File: src/rtl/vga_fetch.sv
// vga_fetch: VGA read front end. Converts (h, v) fetch requests into ZBT word
// addresses in the displayed buffer, arbitrates for the memory port, returns
// the word with a one-cycle done strobe, and swaps display buffers during
// vertical blanking once the writer has finished a frame.
module vga_fetch #(
  parameter int DATA_W    = 36,
  parameter int ADDR_W    = 19,
  parameter int HWORDS    = 320,
  parameter int VLINES    = 480,
  parameter int BUF1_BASE = 153600,
  parameter int MEM_LAT   = 2
) (
  input  logic              clock,
  input  logic              reset,
  input  logic              frame_flag,
  input  logic              vga_flag,
  input  logic [9:0]        clocked_hcount,
  input  logic [9:0]        clocked_vcount,
  output logic [DATA_W-1:0] vga_pixel,
  output logic              done_vga,
  output logic              mem_req,
  output logic [ADDR_W-1:0] mem_addr,
  input  logic              mem_grant,
  input  logic [DATA_W-1:0] mem_rdata,
  output logic              display_buf,
  output logic              overrun
);

  typedef enum logic [1:0] {IDLE, REQ, WAIT, DONE} state_t;

  localparam int          CNT_W  = (MEM_LAT > 1) ? $clog2(MEM_LAT) : 1;
  localparam logic [9:0]  HPIX   = 10'(HWORDS * 2);
  localparam logic [9:0]  VLIM   = 10'(VLINES);
  localparam logic [CNT_W-1:0] CNT_LAST = CNT_W'(MEM_LAT - 1);

  state_t              state_q, state_d;
  logic [CNT_W-1:0]    cnt_q, cnt_d;
  logic                mem_req_q, mem_req_d;
  logic [ADDR_W-1:0]   mem_addr_q, mem_addr_d;
  logic [DATA_W-1:0]   pixel_q, pixel_d;
  logic                done_q, done_d;
  logic                disp_q, disp_d;
  logic                overrun_q, overrun_d;
  logic                swap_pending_q, swap_pending_d;

  logic                accept, in_range, vblank;
  logic [ADDR_W-1:0]   v_ext, base, req_addr;

  // Word address of the incoming request: base + v*320 + h/2.
  always_comb begin
    v_ext    = ADDR_W'(clocked_vcount);
    base     = disp_q ? ADDR_W'(BUF1_BASE) : '0;
    req_addr = base + (v_ext << 8) + (v_ext << 6) + ADDR_W'(clocked_hcount[9:1]);
    in_range = (clocked_vcount < VLIM) && (clocked_hcount < HPIX);
    vblank   = (clocked_vcount >= VLIM);
    accept   = vga_flag && (state_q == IDLE || state_q == DONE);
  end

  // Next-state logic for the fetch FSM, buffer swap and overrun flag.
  always_comb begin
    state_d        = state_q;
    cnt_d          = cnt_q;
    mem_req_d      = mem_req_q;
    mem_addr_d     = mem_addr_q;
    pixel_d        = pixel_q;
    done_d         = 1'b0;
    disp_d         = disp_q;
    overrun_d      = overrun_q;
    swap_pending_d = swap_pending_q;

    case (state_q)
      IDLE, DONE: state_d = IDLE;
      REQ: begin
        if (mem_grant) begin
          state_d   = WAIT;
          mem_req_d = 1'b0;
          cnt_d     = '0;
        end
        if (vga_flag) overrun_d = 1'b1;
      end
      WAIT: begin
        if (cnt_q == CNT_LAST) begin
          pixel_d = mem_rdata;
          done_d  = 1'b1;
          state_d = DONE;
        end else begin
          cnt_d = cnt_q + 1'b1;
        end
        if (vga_flag) overrun_d = 1'b1;
      end
      default: state_d = IDLE;
    endcase

    // Address uses the buffer in effect before any swap this request causes.
    if (accept) begin
      mem_addr_d = req_addr;
      if (in_range) begin
        state_d   = REQ;
        mem_req_d = 1'b1;
      end else begin
        state_d = DONE;
        done_d  = 1'b1;
        pixel_d = '0;
      end
      if (vblank && swap_pending_q) begin
        disp_d         = ~disp_q;
        swap_pending_d = 1'b0;
      end
    end

    // A frame completing in the swap cycle re-arms the next swap.
    if (frame_flag) swap_pending_d = 1'b1;
  end

  // State and registered outputs; reset aborts any transaction at once.
  always_ff @(posedge clock or posedge reset) begin
    if (reset) begin
      state_q        <= IDLE;
      cnt_q          <= '0;
      mem_req_q      <= 1'b0;
      mem_addr_q     <= '0;
      pixel_q        <= '0;
      done_q         <= 1'b0;
      disp_q         <= 1'b0;
      overrun_q      <= 1'b0;
      swap_pending_q <= 1'b0;
    end else begin
      state_q        <= state_d;
      cnt_q          <= cnt_d;
      mem_req_q      <= mem_req_d;
      mem_addr_q     <= mem_addr_d;
      pixel_q        <= pixel_d;
      done_q         <= done_d;
      disp_q         <= disp_d;
      overrun_q      <= overrun_d;
      swap_pending_q <= swap_pending_d;
    end
  end

  assign vga_pixel   = pixel_q;
  assign done_vga    = done_q;
  assign mem_req     = mem_req_q;
  assign mem_addr    = mem_addr_q;
  assign display_buf = disp_q;
  assign overrun     = overrun_q;

endmodule

File: config.mk
export PLATFORM = sky130hd
export DESIGN_NAME = vga_fetch
export DESIGN_NICKNAME = d
export VERILOG_FILES = /design/src/rtl/vga_fetch.sv
export SDC_FILE = /design/constraint.sdc
export NUM_CORES = 1
export LEC_CHECK = 0
export ABC_AREA = 1
export CORE_ASPECT_RATIO = 0.9
export CORE_MARGIN = 5
export CORE_UTILIZATION = 51
export CTS_BUF_LIST = sky130_fd_sc_hd__clkbuf_2 sky130_fd_sc_hd__clkbuf_4 sky130_fd_sc_hd__clkbuf_8
export CTS_CLUSTER_DIAMETER = 120
export DETAILED_ROUTE_END_ITERATION = 12
export GPL_ROUTABILITY_DRIVEN = 1
export PLACE_DENSITY = 0.95
export SLEW_MARGIN = 10
export SYNTH_ARGS = -nofsm -noshare
export SYNTH_HDL_FRONTEND = slang
export SYNTH_SLANG_ARGS = --single-unit
File: constraint.sdc
create_clock -name clock -period 5.2 [get_ports clock]
set_input_delay 0.52 -clock clock [delete_from_list [all_inputs] [get_ports clock]]
set_output_delay 0.52 -clock clock [all_outputs]
set_load 0.05 [all_outputs]
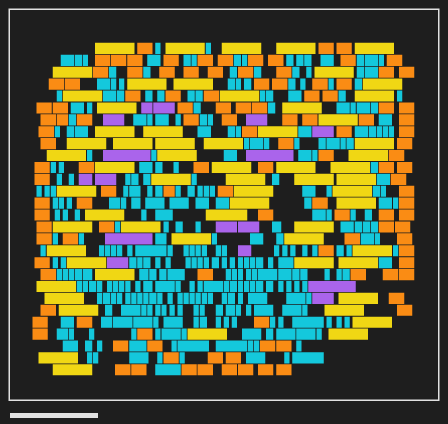
Fig. 1. Placed cells, one color a class (run 1).
Bar = 20 um.
purple -> clock drivers and dummy loads  # cells 16
yellow -> sequential cells  # cells 63
orange -> remaining buffers and delay cells  # cells 120
cyan -> remaining logic cells  # cells 335
# rows: 28
final core utilization: 75.23%

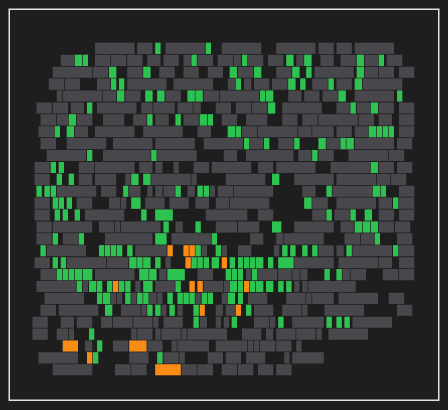
Fig. 2. Logic cells by family (run 1).
orange -> nor cells  # cells 15
green -> nand cells  # cells 191
Comb area share: 33.51%
Finished Layout Cells: 624

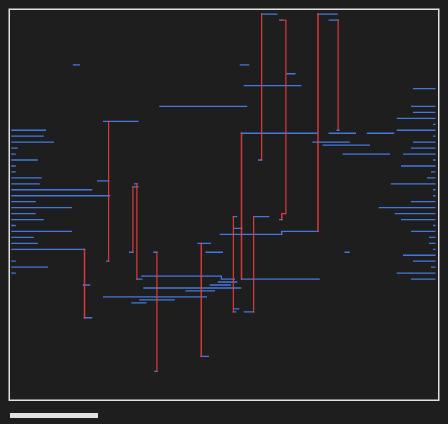
Fig. 3. Routed metal, one color a layer (run 1).
Bar = 20 um. Only two layers are drawn.
blue -> M3  # wire length 585 um
red -> M4  # wire length 370 um
GRT Overall Usage: 22.53%
DRT Wirelength: 9771 um
Routed WL per cell: 15.66 um

==> flow_summary.toml, run 1 <==
# synthesis and place-and-route metrics
[synthesis]
synth_area_leader_cell = "dfrtp_1"
floorplan.nets = 500
synth_cells = 415
area_leaders = "dfrtp_1, nand2_1, a21oi_2, nand3_1, ha_1"
ys_area_um2 = 3538
netlist_area_um2 = 3538
async_flop_share_pct = 100.0
top_cell_area_share_pct = 44.55
avgSynthCellArea_um2 = 8.526
simple_gate_area_share_pct = 25.46
common_cells = "nand2_1, dfrtp_1, nand3_1"
ys_sh_adder_pct = 9.547
synth_flop_count = 63
ys_sh_xor_pct = 0.7426
edf_count = 0
synthFlopType = "dfrtp_1"
ys_types = 34

[power_and_ir_drop]
peakVddDrop_mv = 0.5084
power.switching_w = 0.001724
p_comb_w = 0.00204
p_leak_nw = 2.354
p_int_w = 0.001732
powerDensity_nw_per_um2 = 690.2
combPwrFrac_pct = 59.2

[placement]
port_buffers = 118
pre_cts_slack_ns = 2.284
dpl_cell_area_um2 = 4737
placed_cells = 608

[layout]
clockNetworkAreaShare_pct = 5.372
seqCellArea_um2 = 1578
drive_gt1_share_pct = 11.61
n_clock_buffer = 9
layout_top_cell = "nand2_1"
final_nets = 614
comb_cells = 290
dominant_cells = "multi-input combinational cells"

[floorplan]
io_pins = 120
n_tap_cell = 90
initCoreUtil_pct = 53.16

[timing]
layout_setup_ws_ns = 2.558
setup_tns_ns = 0
setup_violations = 0
clock_skew_ns = 0.004962
period_used_pct = 50.80
fmax_ghz = 0.3785
tightest_slew_ns = 0.7952
rsz0062_at_grt = "false"
finalMaxSlewViolations = 0

[setup_path]
startpoint_type = "input pin"
cp_top_family = "adder cells"
worstReg2RegEnd = "mem_addr[17]$_DFFE_PP0P_"
endpoint = "mem_addr[17]$_DFFE_PP0P_"
cpPeakStageDelay_ns = 0.55
rrSetupSlack_ns = 2.80
path_class = "in2reg"
path_depth = 12
worstPathRequired_ns = 5.43
path_max_fanout = 5
reg2reg_from = "display_buf$_DFFE_PP0P_"
path_buffers = 3

[status]
outcome = "finished, final reports clean"

[clocking]
cts_buffer_depth = 2
post_cts_resize_count = 0
clk_latency_ns = 0.34
path_clk_slew_ns = 0.07
ctsRootBufferMaster = "clkbuf_8"
tritoncts = "built"
cts_buffers = 9
postCtsHoldBufs = 0
post_cts_buffers = 0

[global_routing]
top_usage_layer = "met2"
met1_usage_pct = 26.86
grt_pass1_wl_um = 15570
antenna_found_initial = 0
overflow = 0
grt_max_degree = 64

[routing]
wl_met1_um = 4009
wl_met3_um = 585
first_iter_violations = 200
firstDrtPassIters = 4

[min_path]
hp-start = "overrun$_DFFE_PP0P_"
holdPathEnd = "overrun$_DFFE_PP0P_"
==> run 1 -> run 2 <==
--- a/config.mk
+++ b/config.mk
@@ -8,12 +8,12 @@
 export ABC_AREA = 1
 export CORE_ASPECT_RATIO = 0.9
 export CORE_MARGIN = 5
-export CORE_UTILIZATION = 51
+export CORE_UTILIZATION = 47
 export CTS_BUF_LIST = sky130_fd_sc_hd__clkbuf_2 sky130_fd_sc_hd__clkbuf_4 sky130_fd_sc_hd__clkbuf_8
 export CTS_CLUSTER_DIAMETER = 120
 export DETAILED_ROUTE_END_ITERATION = 12
 export GPL_ROUTABILITY_DRIVEN = 1
-export PLACE_DENSITY = 0.95
+export PLACE_DENSITY = 0.92
 export SLEW_MARGIN = 10
 export SYNTH_ARGS = -nofsm -noshare
 export SYNTH_HDL_FRONTEND = slang
==> constraint.sdc (replaced) <==
create_clock -name clock -period 2.5 [get_ports clock]
set_input_delay 0.25 -clock clock [delete_from_list [all_inputs] [get_ports clock]]
set_output_delay 0.25 -clock clock [all_outputs]
set_load 0.05 [all_outputs]
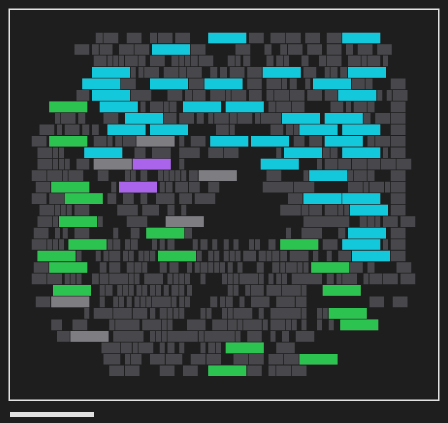
Fig. 4. Register map, names as in the netlist (run 2).
Bar = 20 um. Other sequential cells in the stronger gray, the rest of the logic in the fainter gray.
green -> mem_addr  # sequential cells 19
purple -> state_q  # sequential cells 2
cyan -> vga_pixel  # sequential cells 36
not colored = 6

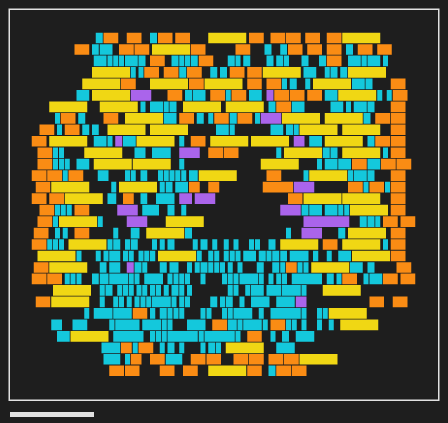
Fig. 5. Placed cells, one color a class (run 2).
Bar = 20 um.
cyan -> remaining logic cells  # cells 335
yellow -> sequential cells  # cells 63
orange -> remaining buffers and delay cells  # cells 125
purple -> clock drivers and dummy loads  # cells 16

==> flow_summary.toml, run 2 <==
# synthesis and place-and-route metrics
[status]
outcome = "finished, final reports clean"

[clocking]
path_clk_slew_ns = 0.08
postCtsHoldBufs = 0
ctsRootBufferMaster = "clkbuf_8"
tritoncts = "built"
post_cts_buffers = 0
cts_buffer_depth = 2
clk_latency_ns = 0.33
post_cts_resize_count = 0
cts_buffers = 9

[routing]
drcViolationCount = 0
wl_um = 9619
firstDrtPassIters = 5
first_iter_violations = 108
wl_met1_um = 4110
route.met2.wl_um = 4693
avgRoutedWirePerCell_um = 15.15
ant_nets = 0
wl_met3_um = 584

[global_routing]
grt_max_degree = 41
overflow = 0
antenna_found_initial = 0
grt.total_usage_pct = 20.60
top_usage_layer = "met2"
grt_pass1_wl_um = 15500

[timing]
tightest_slew_ns = 0.6836
hold_violations = 0
clock_skew_ns = 0.01406
finalMaxSlewViolations = 0
rsz0062_at_grt = "false"
setup_tns_ns = 0
fmax_ghz = 0.4338
period_used_pct = 92.20
layout_setup_ws_ns = 0.1950

[power_and_ir_drop]
power.switching_w = 0.003558
peakVddDrop_mv = 0.9133
p_leak_nw = 2.353
combPwrFrac_pct = 62.8
p_int_w = 0.003328
p_comb_w = 0.00432
powerDensity_nw_per_um2 = 1381

[synthesis]
ys_types = 34
ys_sh_xor_pct = 0.7426
ys_area_um2 = 3538
netlist_area_um2 = 3538
common_cells = "nand2_1, dfrtp_1, nand3_1"
floorplan.nets = 500
synth_cells = 415
top_cell_area_share_pct = 44.55
avgSynthCellArea_um2 = 8.526
synth_area_leader_cell = "dfrtp_1"
async_flop_share_pct = 100.0
synthFlopType = "dfrtp_1"
ys_sh_adder_pct = 9.547
area_leaders = "dfrtp_1, nand2_1, a21oi_2, nand3_1, ha_1"
edf_count = 0
simple_gate_area_share_pct = 25.46
synth_flop_count = 63

[setup_path]
worstPathRequired_ns = 2.76
path_class = "reg2reg"
worstReg2RegEnd = "mem_addr[16]$_DFFE_PP0P_"
path_depth = 11
cp_top_family = "adder cells"
cpPeakStageDelay_ns = 0.49
rrSetupSlack_ns = 0.19
path_buffers = 3
reg2reg_from = "display_buf$_DFFE_PP0P_"
endpoint = "mem_addr[16]$_DFFE_PP0P_"
path_max_fanout = 5

[layout]
comb_cells = 290
n_all_inverters = 45
finish.instance_area_um2 = 4987
seqCellArea_um2 = 1577
dominant_cells = "multi-input combinational cells"
clockNetworkAreaShare_pct = 3.864
n_clock_buffer = 10
postLayoutCoreUtil_pct = 67.10
comb_area_share_pct = 33.64
final_cells = 635
final_nets = 619
drive_gt1_share_pct = 12.24
layout_top_cell = "nand2_1"

[placement]
placed_cells = 619
pre_cts_slack_ns = -0.04474
port_buffers = 118
dpl_cell_area_um2 = 4795

[floorplan]
rows = 30
initCoreUtil_pct = 47.61
io_pins = 120
